### Zoomed window

Region (66, 66) to (91, 91) um. Cells in gray, sequential cells in the stronger gray; small squares are vias.
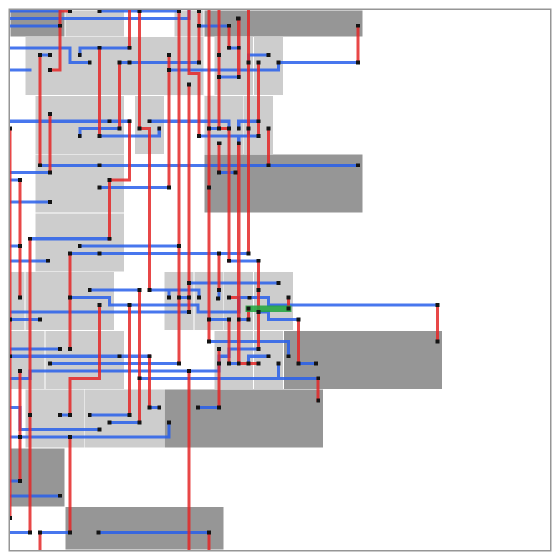
### Congestion heat map

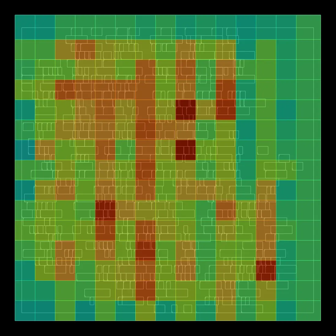
<file path="src/rtl/pt2262_tx_sequencer.sv">
// PT2262 frame sequencer: alpha clock-enable prescaler, trit serialiser and
// sync/repeat control producing a registered DOUT waveform on a single clock.
module pt2262_tx_sequencer #(
  parameter int DIVIDER = 250,
  parameter int CNT_W   = 16
) (
  input  logic        INPUT_CLK,
  input  logic        RST,
  input  logic        START,
  input  logic [23:0] CODE,
  input  logic [3:0]  FRAME_COUNT,
  input  logic        STOP,
  output logic        BUSY,
  output logic        DONE,
  output logic        DOUT
);

  typedef enum logic [1:0] {
    ST_IDLE = 2'b00,
    ST_BIT  = 2'b01,
    ST_SYNC = 2'b10
  } state_t;

  localparam logic [CNT_W-1:0] ALPHA_LAST = CNT_W'(DIVIDER - 1);
  localparam logic [CNT_W-1:0] ALPHA_ONE  = CNT_W'(1);

  // Level of one bit cell position: 0=narrow,narrow  1=wide,wide  F=narrow,wide.
  function automatic logic trit_level(input logic [1:0] trit, input logic [4:0] pos);
    logic wide;
    case (trit)
      2'b00:   wide = 1'b0;
      2'b11:   wide = 1'b1;
      default: wide = pos[4];
    endcase
    if (wide) begin
      return (pos[3:0] < 4'd12);
    end else begin
      return (pos[3:0] < 4'd4);
    end
  endfunction

  state_t           state_r, state_n;
  logic [CNT_W-1:0] alpha_cnt_r, alpha_cnt_n;
  logic [6:0]       sub_r, sub_n;
  logic [3:0]       bit_idx_r, bit_idx_n;
  logic [3:0]       frames_left_r, frames_left_n;
  logic [3:0]       frame_count_r, frame_count_n;
  logic [23:0]      code_r, code_n;
  logic             busy_r, busy_n;
  logic             done_r, done_n;
  logic             dout_r, dout_n;
  logic             alpha_tick_s;

  // Next-state, counter and output-level computation.
  always_comb begin
    state_n       = state_r;
    alpha_cnt_n   = alpha_cnt_r;
    sub_n         = sub_r;
    bit_idx_n     = bit_idx_r;
    frames_left_n = frames_left_r;
    frame_count_n = frame_count_r;
    code_n        = code_r;
    busy_n        = busy_r;
    done_n        = 1'b0;
    dout_n        = 1'b0;
    alpha_tick_s  = (alpha_cnt_r == ALPHA_LAST);

    case (state_r)
      ST_IDLE: begin
        alpha_cnt_n = {CNT_W{1'b0}};
        if (START) begin
          state_n       = ST_BIT;
          code_n        = CODE;
          frame_count_n = FRAME_COUNT;
          frames_left_n = FRAME_COUNT;
          sub_n         = 7'd0;
          bit_idx_n     = 4'd0;
          busy_n        = 1'b1;
        end else begin
          busy_n = 1'b0;
        end
      end

      ST_BIT: begin
        if (alpha_tick_s) begin
          alpha_cnt_n = {CNT_W{1'b0}};
          if (sub_r[4:0] == 5'd31) begin
            sub_n = 7'd0;
            if (bit_idx_r == 4'd11) begin
              state_n = ST_SYNC;
            end else begin
              bit_idx_n = bit_idx_r + 4'd1;
            end
          end else begin
            sub_n = sub_r + 7'd1;
          end
        end else begin
          alpha_cnt_n = alpha_cnt_r + ALPHA_ONE;
        end
      end

      ST_SYNC: begin
        if (alpha_tick_s) begin
          alpha_cnt_n = {CNT_W{1'b0}};
          if (sub_r == 7'd127) begin
            sub_n = 7'd0;
            // A latched count of zero means run until STOP, so never decrement.
            if (frame_count_r != 4'd0) begin
              frames_left_n = frames_left_r - 4'd1;
            end else begin
              frames_left_n = frames_left_r;
            end
            if (STOP || ((frame_count_r != 4'd0) && (frames_left_r == 4'd1))) begin
              state_n = ST_IDLE;
              busy_n  = 1'b0;
              done_n  = 1'b1;
            end else begin
              state_n   = ST_BIT;
              bit_idx_n = 4'd0;
            end
          end else begin
            sub_n = sub_r + 7'd1;
          end
        end else begin
          alpha_cnt_n = alpha_cnt_r + ALPHA_ONE;
        end
      end

      default: begin
        state_n     = ST_IDLE;
        busy_n      = 1'b0;
        alpha_cnt_n = {CNT_W{1'b0}};
      end
    endcase

    // DOUT is derived from the upcoming position so the register lines up with it.
    case (state_n)
      ST_BIT:  dout_n = trit_level(code_n[{bit_idx_n, 1'b0} +: 2], sub_n[4:0]);
      ST_SYNC: dout_n = (sub_n < 7'd4);
      default: dout_n = 1'b0;
    endcase
  end

  // State and output registers with synchronous reset.
  always_ff @(posedge INPUT_CLK) begin
    if (RST) begin
      state_r       <= ST_IDLE;
      alpha_cnt_r   <= {CNT_W{1'b0}};
      sub_r         <= 7'd0;
      bit_idx_r     <= 4'd0;
      frames_left_r <= 4'd0;
      frame_count_r <= 4'd0;
      code_r        <= 24'd0;
      busy_r        <= 1'b0;
      done_r        <= 1'b0;
      dout_r        <= 1'b0;
    end else begin
      state_r       <= state_n;
      alpha_cnt_r   <= alpha_cnt_n;
      sub_r         <= sub_n;
      bit_idx_r     <= bit_idx_n;
      frames_left_r <= frames_left_n;
      frame_count_r <= frame_count_n;
      code_r        <= code_n;
      busy_r        <= busy_n;
      done_r        <= done_n;
      dout_r        <= dout_n;
    end
  end

  assign BUSY = busy_r;
  assign DONE = done_r;
  assign DOUT = dout_r;

endmodule

</file>
<file path="config.mk">
export PLATFORM = sky130hd
export DESIGN_NAME = pt2262_tx_sequencer
export DESIGN_NICKNAME = d
export VERILOG_FILES = /design/src/rtl/pt2262_tx_sequencer.sv
export SDC_FILE = /design/constraint.sdc
export NUM_CORES = 1
export LEC_CHECK = 0
export CORE_MARGIN = 2
export CORE_UTILIZATION = 39
export DETAILED_ROUTE_END_ITERATION = 10
export RECOVER_POWER = 50
export SYNTH_ARGS = -nofsm -noshare
export SYNTH_HDL_FRONTEND = slang
export SYNTH_SLANG_ARGS = --single-unit
export TNS_END_PERCENT = 30
</file>
<file path="constraint.sdc">
create_clock -name INPUT_CLK -period 4.2 [get_ports INPUT_CLK]
set_input_delay 0.84 -clock INPUT_CLK [delete_from_list [all_inputs] [get_ports INPUT_CLK]]
set_output_delay 0.84 -clock INPUT_CLK [all_outputs]
set_load 0.02 [all_outputs]
</file>
==> impl_metrics.csv <==
group,metric,value,unit
run_status,outcome,"complete, no violations",
critical_path,critical_path_required,4.46,ns
grt,grt-busiest-layer,"met2",
die,die_height,105,um
critical_path,r2r_end,"DOUT",
critical_path,slowest_delay,0.61,ns
worst_hold_path,min_from,"frame_count_r[3]",
critical_path,reg2reg_setup_slack,0.26,ns
critical_path,ff2ff_path_depth,18,
die,die_width,105,um
cells_and_area,dominant-cell-class,"logic gates",
route,routed.top_layer,"met4",
logic_synthesis,yosysMostFrequentCell,"nand2_1",
critical_path,cp_num_buf_inv,2,
power_and_ir_drop,p_comb_share,17.5,%
cells_and_area,lay_top_cells,"nand2_1, dfxtp_1, nor2_1",
die,ios,35,
route,drtPass1Iterations,5,
logic_synthesis,ys_seq_share,32.2,%
clock_tree,cts_sinks,64,
critical_path,path_common_cell,"o211ai_1",
route,wl,9970,um
logic_synthesis,synth_area,3980,um2
cells_and_area,antenna_cells,0,
worst_hold_path,holdPathStages,2,
cells_and_area,reg_top3,"code_r (24), alpha_cnt_r (16), sub_r (7)",
logic_synthesis,ys_sh_aoi,19.5,%
timing,finalSetupViolCount,0,
logic_synthesis,ys_sh_adder,4.65,%
timing,drv_slew,0,
route,first_iter_violations,213,
logic_synthesis,top_cell_area_share,32.2,%
route,post_drt_wl_per_cell,14.7,um
critical_path,start_kind,"input port",
logic_synthesis,yosysUniqueCellTypes,70,
logic_synthesis,edf_count,0,
cells_and_area,regMostFlops,"code_r",
power_and_ir_drop,p_leak,0.00183,uW
critical_path,crit_family,"AND-OR/OR-AND gates",
timing,setup_ws,0.251,ns
power_and_ir_drop,p_seq_share,44.4,%
placed_design,place_inst,661,
clock_tree,hold_buffers,0,
clock_tree,cts_root_buf,"clkbuf_8",
timing,hold_violations,0,
cells_and_area,drive_above_1_share,16.1,%
route,vias,3655,
clock_tree,cts_buffers,9,
cells_and_area,n_all_buffers,66,
cells_and_area,area_growth,22.5,%
logic_synthesis,floorplan.nets,537,
critical_path,worst_ep_arrival_time,4.21,ns
power_and_ir_drop,maxPowerGroup,"registers",
job,maxCapViolCount,0,
logic_synthesis,synthArstFlopShare,0,%
cells_and_area,n_fill_cell,976,
route,wl_met3,370,um
power_and_ir_drop,pg_clk,555,uW
cells_and_area,sh_seq_area,26.4,%
cells_and_area,final-instance-count-excl-fill,679,
grt,grt_max_degree,50,
route,wl_met2,4430,um
cells_and_area,clock_area_share,4.18,%
critical_path,end_kind,"register",
power_and_ir_drop,power_density,299,nW/um2
cells_and_area,nonClkBufAreaFrac,12.4,%
die,dieArea,11000,um2
critical_path,startpoint,"START",
placed_design,place_area,4620,um2
About 'Zoomed window':
color	layer
green	M3
red	M2
blue	M1
netlist names of flops here include	`code_r` (4)
most frequent	nand2_1 (7)
cells with their middle in the window	23
sequential cells in the window	4

About 'Congestion heat map':
Final Core Density: 49.6%
gr usage total: 18.7%

